<file path="src/rtl/matrix_addsub_seq.sv">
// Sequential element-wise matrix add/subtract: captures two flattened matrices on start,
// processes LANES elements per clock and publishes the result and overflow mask atomically.
module matrix_addsub_seq #(
  parameter int unsigned ROWS  = 2,
  parameter int unsigned COLS  = 2,
  parameter int unsigned EW    = 4,
  parameter int unsigned LANES = 1
) (
  input  logic                      clk,
  input  logic                      rst_n,
  input  logic                      start,
  input  logic                      op_sub,
  input  logic                      sat_en,
  input  logic [ROWS*COLS*EW-1:0]   a_in,
  input  logic [ROWS*COLS*EW-1:0]   b_in,
  output logic                      busy,
  output logic                      done,
  output logic [ROWS*COLS*EW-1:0]   c_out,
  output logic [ROWS*COLS-1:0]      ovf_mask
);

  localparam int unsigned N  = ROWS * COLS;
  localparam int unsigned G  = N / LANES;
  localparam int unsigned CW = (G > 1) ? $clog2(G) : 1;
  localparam int unsigned GW = LANES * EW;
  localparam int unsigned MW = N * EW;

  typedef enum logic [1:0] {IDLE, RUN, DONE} state_t;

  state_t          state, state_nxt;
  logic [MW-1:0]   a_reg, b_reg, work_c, work_c_nxt;
  logic [N-1:0]    work_ovf, work_ovf_nxt;
  logic            op_reg, sat_reg;
  logic [CW-1:0]   grp;
  logic            last_grp_c;
  int unsigned     sh, lsh;
  logic [GW-1:0]   ga, gb, gc;
  logic [LANES-1:0] gov;

  // One element at EW+1 bits: returns {ovf, result}
  function automatic logic [EW:0] elem_op(input logic [EW-1:0] a, input logic [EW-1:0] b,
                                          input logic sub, input logic sat);
    logic [EW:0] s;
    logic        ovf;
    s   = sub ? ({1'b0, a} - {1'b0, b}) : ({1'b0, a} + {1'b0, b});
    ovf = sub ? (a < b) : s[EW];
    if (sat && ovf) s[EW-1:0] = sub ? '0 : '1;
    return {ovf, s[EW-1:0]};
  endfunction

  assign last_grp_c = (grp == CW'(G - 1));

  // State register
  always_ff @(posedge clk or negedge rst_n) begin
    if (!rst_n) state <= IDLE;
    else        state <= state_nxt;
  end

  // Next-state logic
  always_comb begin
    state_nxt = state;
    case (state)
      IDLE:    if (start) state_nxt = RUN;
      RUN:     if (last_grp_c) state_nxt = DONE;
      DONE:    state_nxt = IDLE;
      default: state_nxt = IDLE;
    endcase
  end

  // Current group: extract operands, compute lanes, merge back into working registers
  always_comb begin
    sh  = 32'(grp) * GW;
    lsh = 32'(grp) * LANES;
    ga  = GW'(a_reg >> sh);
    gb  = GW'(b_reg >> sh);
    gc  = '0;
    gov = '0;
    for (int unsigned l = 0; l < LANES; l++) begin
      {gov[l], gc[l*EW +: EW]} = elem_op(ga[l*EW +: EW], gb[l*EW +: EW], op_reg, sat_reg);
    end
    work_c_nxt   = (work_c & ~(MW'({GW{1'b1}}) << sh)) | (MW'(gc) << sh);
    work_ovf_nxt = (work_ovf & ~(N'({LANES{1'b1}}) << lsh)) | (N'(gov) << lsh);
  end

  // Operand capture, group stepping and atomic result publication
  always_ff @(posedge clk or negedge rst_n) begin
    if (!rst_n) begin
      a_reg    <= '0;
      b_reg    <= '0;
      op_reg   <= 1'b0;
      sat_reg  <= 1'b0;
      grp      <= '0;
      work_c   <= '0;
      work_ovf <= '0;
      c_out    <= '0;
      ovf_mask <= '0;
      busy     <= 1'b0;
      done     <= 1'b0;
    end else begin
      busy <= (state_nxt == RUN);
      done <= (state_nxt == DONE);
      case (state)
        IDLE: begin
          if (start) begin
            a_reg   <= a_in;
            b_reg   <= b_in;
            op_reg  <= op_sub;
            sat_reg <= sat_en;
            grp     <= '0;
          end
        end
        RUN: begin
          work_c   <= work_c_nxt;
          work_ovf <= work_ovf_nxt;
          if (last_grp_c) begin
            grp      <= '0;
            c_out    <= work_c_nxt;
            ovf_mask <= work_ovf_nxt;
          end else begin
            grp <= grp + CW'(1);
          end
        end
        default: ;
      endcase
    end
  end

endmodule

</file>
<file path="config.mk">
export PLATFORM = sky130hd
export DESIGN_NAME = matrix_addsub_seq
export DESIGN_NICKNAME = d
export VERILOG_FILES = /design/src/rtl/matrix_addsub_seq.sv
export SDC_FILE = /design/constraint.sdc
export NUM_CORES = 1
export LEC_CHECK = 0
export ABC_AREA = 1
export CORE_ASPECT_RATIO = 0.75
export CORE_UTILIZATION = 48
export DETAILED_ROUTE_END_ITERATION = 8
export GPL_TIMING_DRIVEN = 0
export HOLD_SLACK_MARGIN = 0.06
export PLACE_DENSITY = 0.75
export RECOVER_POWER = 100
export SLEW_MARGIN = 25
export SYNTH_ARGS = -nofsm -noshare
export SYNTH_HDL_FRONTEND = slang
export SYNTH_SLANG_ARGS = --single-unit
export TNS_END_PERCENT = 20
</file>
<file path="constraint.sdc">
create_clock -name clk -period 2.5 [get_ports clk]
set_input_delay 0.5 -clock clk [delete_from_list [all_inputs] [get_ports clk]]
set_output_delay 0.5 -clock clk [all_outputs]
set_load 0.05 [all_outputs]
</file>
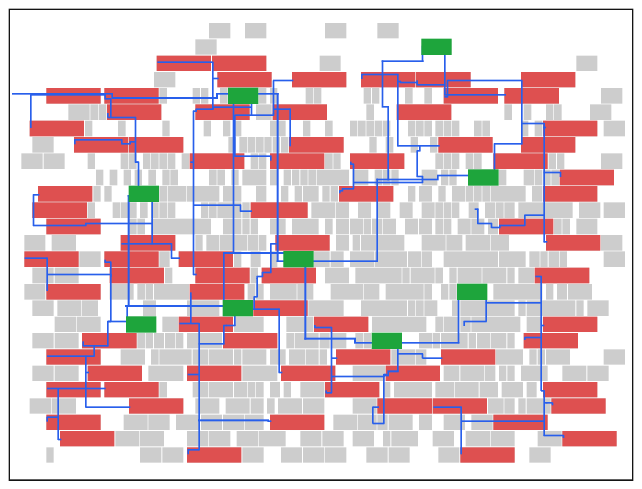
*Routed clock nets over the placement, run 1*
Scale: 6 px per um.
[blue] clock wires | length: 984 um
[green] cells driving clock nets | count: 9
[red] flip-flops | count: 75
flops lie: all over the die
clk ins delay skew pair: 360 ps
Layout Skew: 9.96 ps

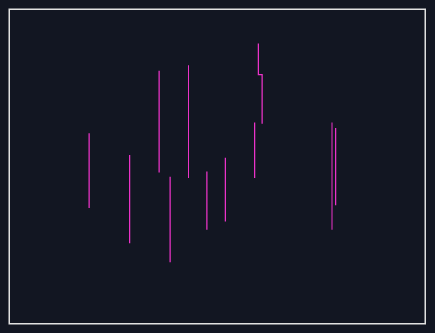
*Signal wires on met4, run 1*
Scale: 4 px per um.
longest straight run: 27.9 um
share of all routed wire: 2.3%
main direction: vertical
wire length on this layer: 224 um
Post-Route WL: 9.70 mm
Vias: 3150

==> flow_metrics.py, run 1 <==
# Synthesis and PnR figures
metrics = {
    "placed_design": {
        "hpwl_mm": 6.22,
    },
    "grt": {
        "first_global_vias": 3115,
        "grt_max_degree": 49,
        "antenna_found_initial": 0,
        "grt-ovfl-total": 0,
    },
    "worst_setup_path": {
        "startpoint": "grp[0]",
        "crit_end": "c_out[2]",
    },
    "sta": {
        "tns_ps": -153,
        "min_period_ps": 2540,
        "max_freq_mhz": 393,
        "rsz0062_at_grt": "yes",
        "setup_ws_ps": -42.6,
        "setup_viol": 6,
        "tightest_slew_ps": 1430,
    },
    "yosys": {
        "syn-num-nets": 448,
        "numSynthFlops": 75,
    },
    "run": {
        "maxCapViolCount": 0,
        "warnings": 35,
    },
    "clocking": {
        "clkSlewWorstSetupHoldPaths_ps": 80,
        "hold_buffers": 0,
    },
    "detailed_routing": {
        "dr.pass1.iters": 5,
    },
    "run_status": {
        "status": "finished, violations left",
        "violations": "negative setup slack",
    },
    "floorplanning": {
        "io-pin-count": 59,
    },
}
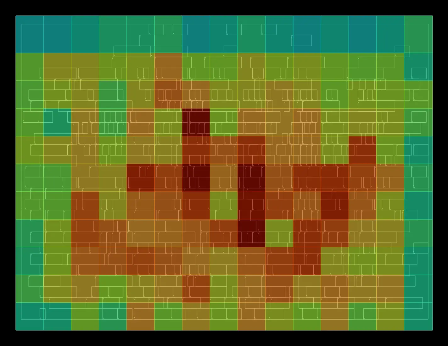
*Congestion heat map, run 1*
final core utilization: 68.0%
met2 Usage GRT: 39.7%
Tot GR Track Use: 24.2%
M3 GR Usage: 5.07%

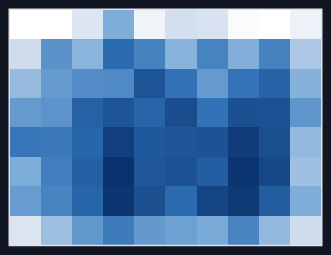
*Local utilization, run 1*
Scale: 3 px per um. The die is cut into 10 by 8 equal tiles; white is low, dark blue is high, 0 to 100% covered.
tiles over 75% full: 38%
nearly empty tiles: 3.7%
densest ninth of the die: centre
Core Density at Floorplan: 50.1%
Placeable Area: 0.00743 sq mm

run 1: worst min path at each step:
stage / startpoint / to / cells after the start
floorplan: rst_n / a_reg[0] / 0
global placement: work_c[5] / work_c[5] / 2
detailed placement: rst_n / b_reg[10] / 1
CTS: rst_n / b_reg[10] / 1
global route: ovf_mask[2] / ovf_mask[2] / 2
finish: rst_n / b_reg[10] / 1
run 1: Yosys cell counts (all sizes together):
library cell	count
a21oi	6
a22o	3
a32oi	4
buf	17
clkbuf	5
clkinv	1
dfrtp	75
fa	2
ha	12
inv	19
mux2	33
mux2i	1
nand2	155
nand3	6
nand4	18
nor2	20
o21ai	15
o22ai	4
xor2	1
run 1: what timing repair did:
item	CTS	global route
buffers inserted	8	11
gates resized	37	36
pin swaps	10	22
gates cloned	0	1
setup endpoints to repair	35	35
run 1: worst register-to-register path, cell delays in order, from the launching register on:
cell and delay [ps]:
dfrtp_1 370, buf_6 170, clkinv_8 100, buf_8 140, o21ai_4 120, o22ai_2 120, ha_2 230, fa_2 380
o21ai_2 170, xor2_2 200, nand2_4 80, nand4_1 140, nand2_1 100, nand2_1 60, nand2_1 50
run 1: routing by layer:
| layer | part of all wire [%] | vias to the layer above | GRT usage, % |
|---|---|---|---|
| met5 | 0 | - | 0 |
| met4 | 2.3 | 0 | 9.57 |
| met3 | 5.8 | 22 | 5.07 |
| met2 | 49 | 121 | 39.7 |
| met1 | 43 | 1534 | 31.7 |
| li1 | - | 1473 | - |
run 1: metrics by stage:
step	hold WS [ps]	instance area (sq um)	worst slack (ps)	util (%)
6_report	458	5050	-42.6	68.0
5_1_grt	512	5050	-116	68.0
4_1_cts	60.6	4820	2.74	64.9
3_5_place_dp	450	4450	-577	59.9
3_3_place_gp	462	4430	-1620	59.6
2_1_floorplan	204	3720	-5.29	-
run 1: logic make-up (layout without fill, tap and decap cells):
family / Yosys count / count (layout) / synth area share, %
xor gates and xnor gates: 1 / 1 / 0.235
AOI/OAI and AO/OA: 32 / 32 / 5.15
adders and majority gates: 14 / 14 / 5.11
DFF: 75 / 75 / 50.5
muxes: 34 / 34 / 10.3
buffers and inverters: 42 / 136 / 5.52
and+or+nand+nor: 199 / 199 / 23.3
run 1: cell type report:
| cell class | instances | area [sq um] |
|---|---|---|
| Buffer | 21 | 173 |
| Clock buffer | 12 | 145 |
| Clock inverter | 4 | 26.3 |
| Fill cell | 537 | 2380 |
| Inverter | 20 | 90.1 |
| Multi-Input combinational cell | 280 | 1860 |
| Sequential cell | 75 | 1880 |
| Tap cell | 101 | 126 |
| Timing Repair Buffer | 79 | 753 |
==> run 2, diff against run 1 <==
CAP_MARGIN = 25   (was not set)
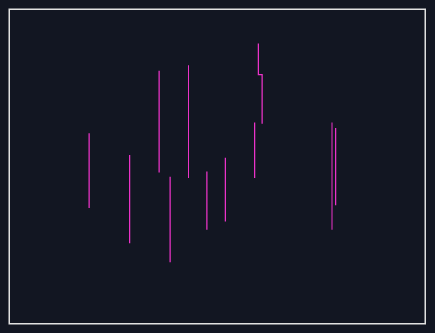
*Signal wires on met4, run 2*
Scale: 4 px per um.
main direction: vertical
nets with wire on the layer: 7
share of all routed wire: 2.3%
longest straight run: 27.9 um

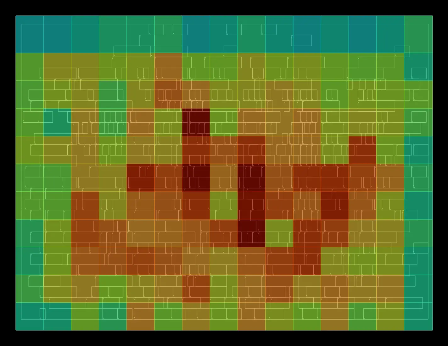
*Congestion heat map, run 2*
GRT Max-Usage Layer: met2
met1 Resource Use GR: 31.7%

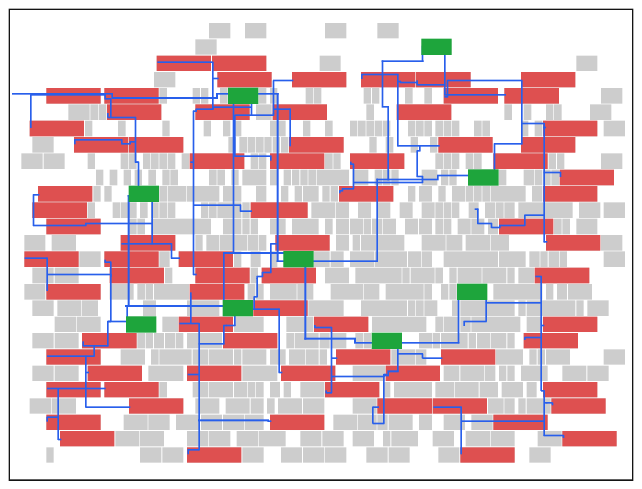
*Routed clock nets over the placement, run 2*
Scale: 6 px per um.
[blue] clock wires | length: 984 um
[red] flip-flops | count: 75
[green] cells driving clock nets | count: 9
routed clock nets: 10

==> flow_metrics.py, run 2 <==
# Synthesis and PnR figures
metrics = {
    "run_status": {
        "status": "finished, violations left",
        "violations": "negative setup slack",
    },
    "clocking": {
        "hold_buffers": 0,
    },
    "yosys": {
        "synth_dominant_cell_count": "nand2_1",
        "yosys_most_used_dff": "dfrtp_1",
    },
    "sta": {
        "setup_ws_ps": -42.6,
        "setup_viol": 6,
        "rsz0062_at_grt": "yes",
        "tightest_slew_ps": 1430,
    },
    "grt": {
        "grt_max_degree": 49,
        "antenna_found_initial": 0,
        "grt-ovfl-total": 0,
        "first_global_vias": 3115,
    },
    "floorplanning": {
        "coreArea_sq_mm": 0.00743,
        "io-pin-count": 59,
    },
    "final_layout": {
        "fin_util_pct": 68.0,
    },
    "detailed_routing": {
        "vias": 3150,
    },
    "run": {
        "maxCapViolCount": 0,
    },
}
==> run 2: cell counts after synthesis <==
No cell type changed its count.
==> run 2: critical path, stage by stage (launching register included) <==
cell and delay (ps):
dfrtp_1 370, buf_6 170, clkinv_8 90, buf_8 140, o21ai_4 120, o22ai_2 120, ha_2 230, fa_2 370
o21ai_2 170, xor2_2 200, nand2_4 80, nand4_1 140, nand2_1 100, nand2_1 60, nand2_1 50
==> run 2: logic make-up (layout without fill, tap and decap cells) <==
family / after synthesis / count (layout) / share of synthesized area [%]
and+or+nand+nor: 199 / 199 / 23.3
DFF: 75 / 75 / 50.5
muxes: 34 / 34 / 10.3
buffers and inverters: 42 / 136 / 5.52
xor gates and xnor gates: 1 / 1 / 0.235
AOI/OAI and AO/OA: 32 / 32 / 5.15
adders and majority gates: 14 / 14 / 5.11
==> run 2: path summary, 6_finish.rpt <==
path | slack (ps) | start | depth (start not counted) | endpoint
worst min register to register | 480 | c_out[5] | 2 | c_out[5]
max in group asynchronous | 540 | rst_n | 2 | grp[1]
worst max register to register | -40 | grp[0] | 14 | c_out[2]
worst max-delay path | -40 | grp[0] | 14 | c_out[2]
min in group clk | 480 | c_out[5] | 2 | c_out[5]
worst min-delay path | 460 | rst_n | 1 | b_reg[10]
==> run 2: repair_timing <==
action,in CTS,in global routing
pin swaps,10,22
gates cloned,0,1
hold endpoints to repair,0,0
endpoints found under the setup margin,35,35
gates resized,37,36
buffers inserted,8,11
==> run 2: area by class of cell <==
| class | instances | area [sq um] |
|---|---|---|
| Timing Repair Buffer | 79 | 753 |
| Buffer | 21 | 173 |
| Clock buffer | 12 | 145 |
| Tap cell | 101 | 126 |
| Sequential cell | 75 | 1880 |
| Clock inverter | 4 | 26.3 |
| Inverter | 20 | 90.1 |
| Multi-Input combinational cell | 280 | 1860 |
| Fill cell | 537 | 2380 |
==> run 2: layer usage <==
layer	wire length (um)	GRT usage [%]	share of wire (%)	vias to the layer above
met4	223	9.57	2.3	0
met3	560	5.07	5.8	22
met1	4200	31.7	43	1534
met2	4720	39.7	49	121
met5	0	0	0	-
li1	-	-	-	1473
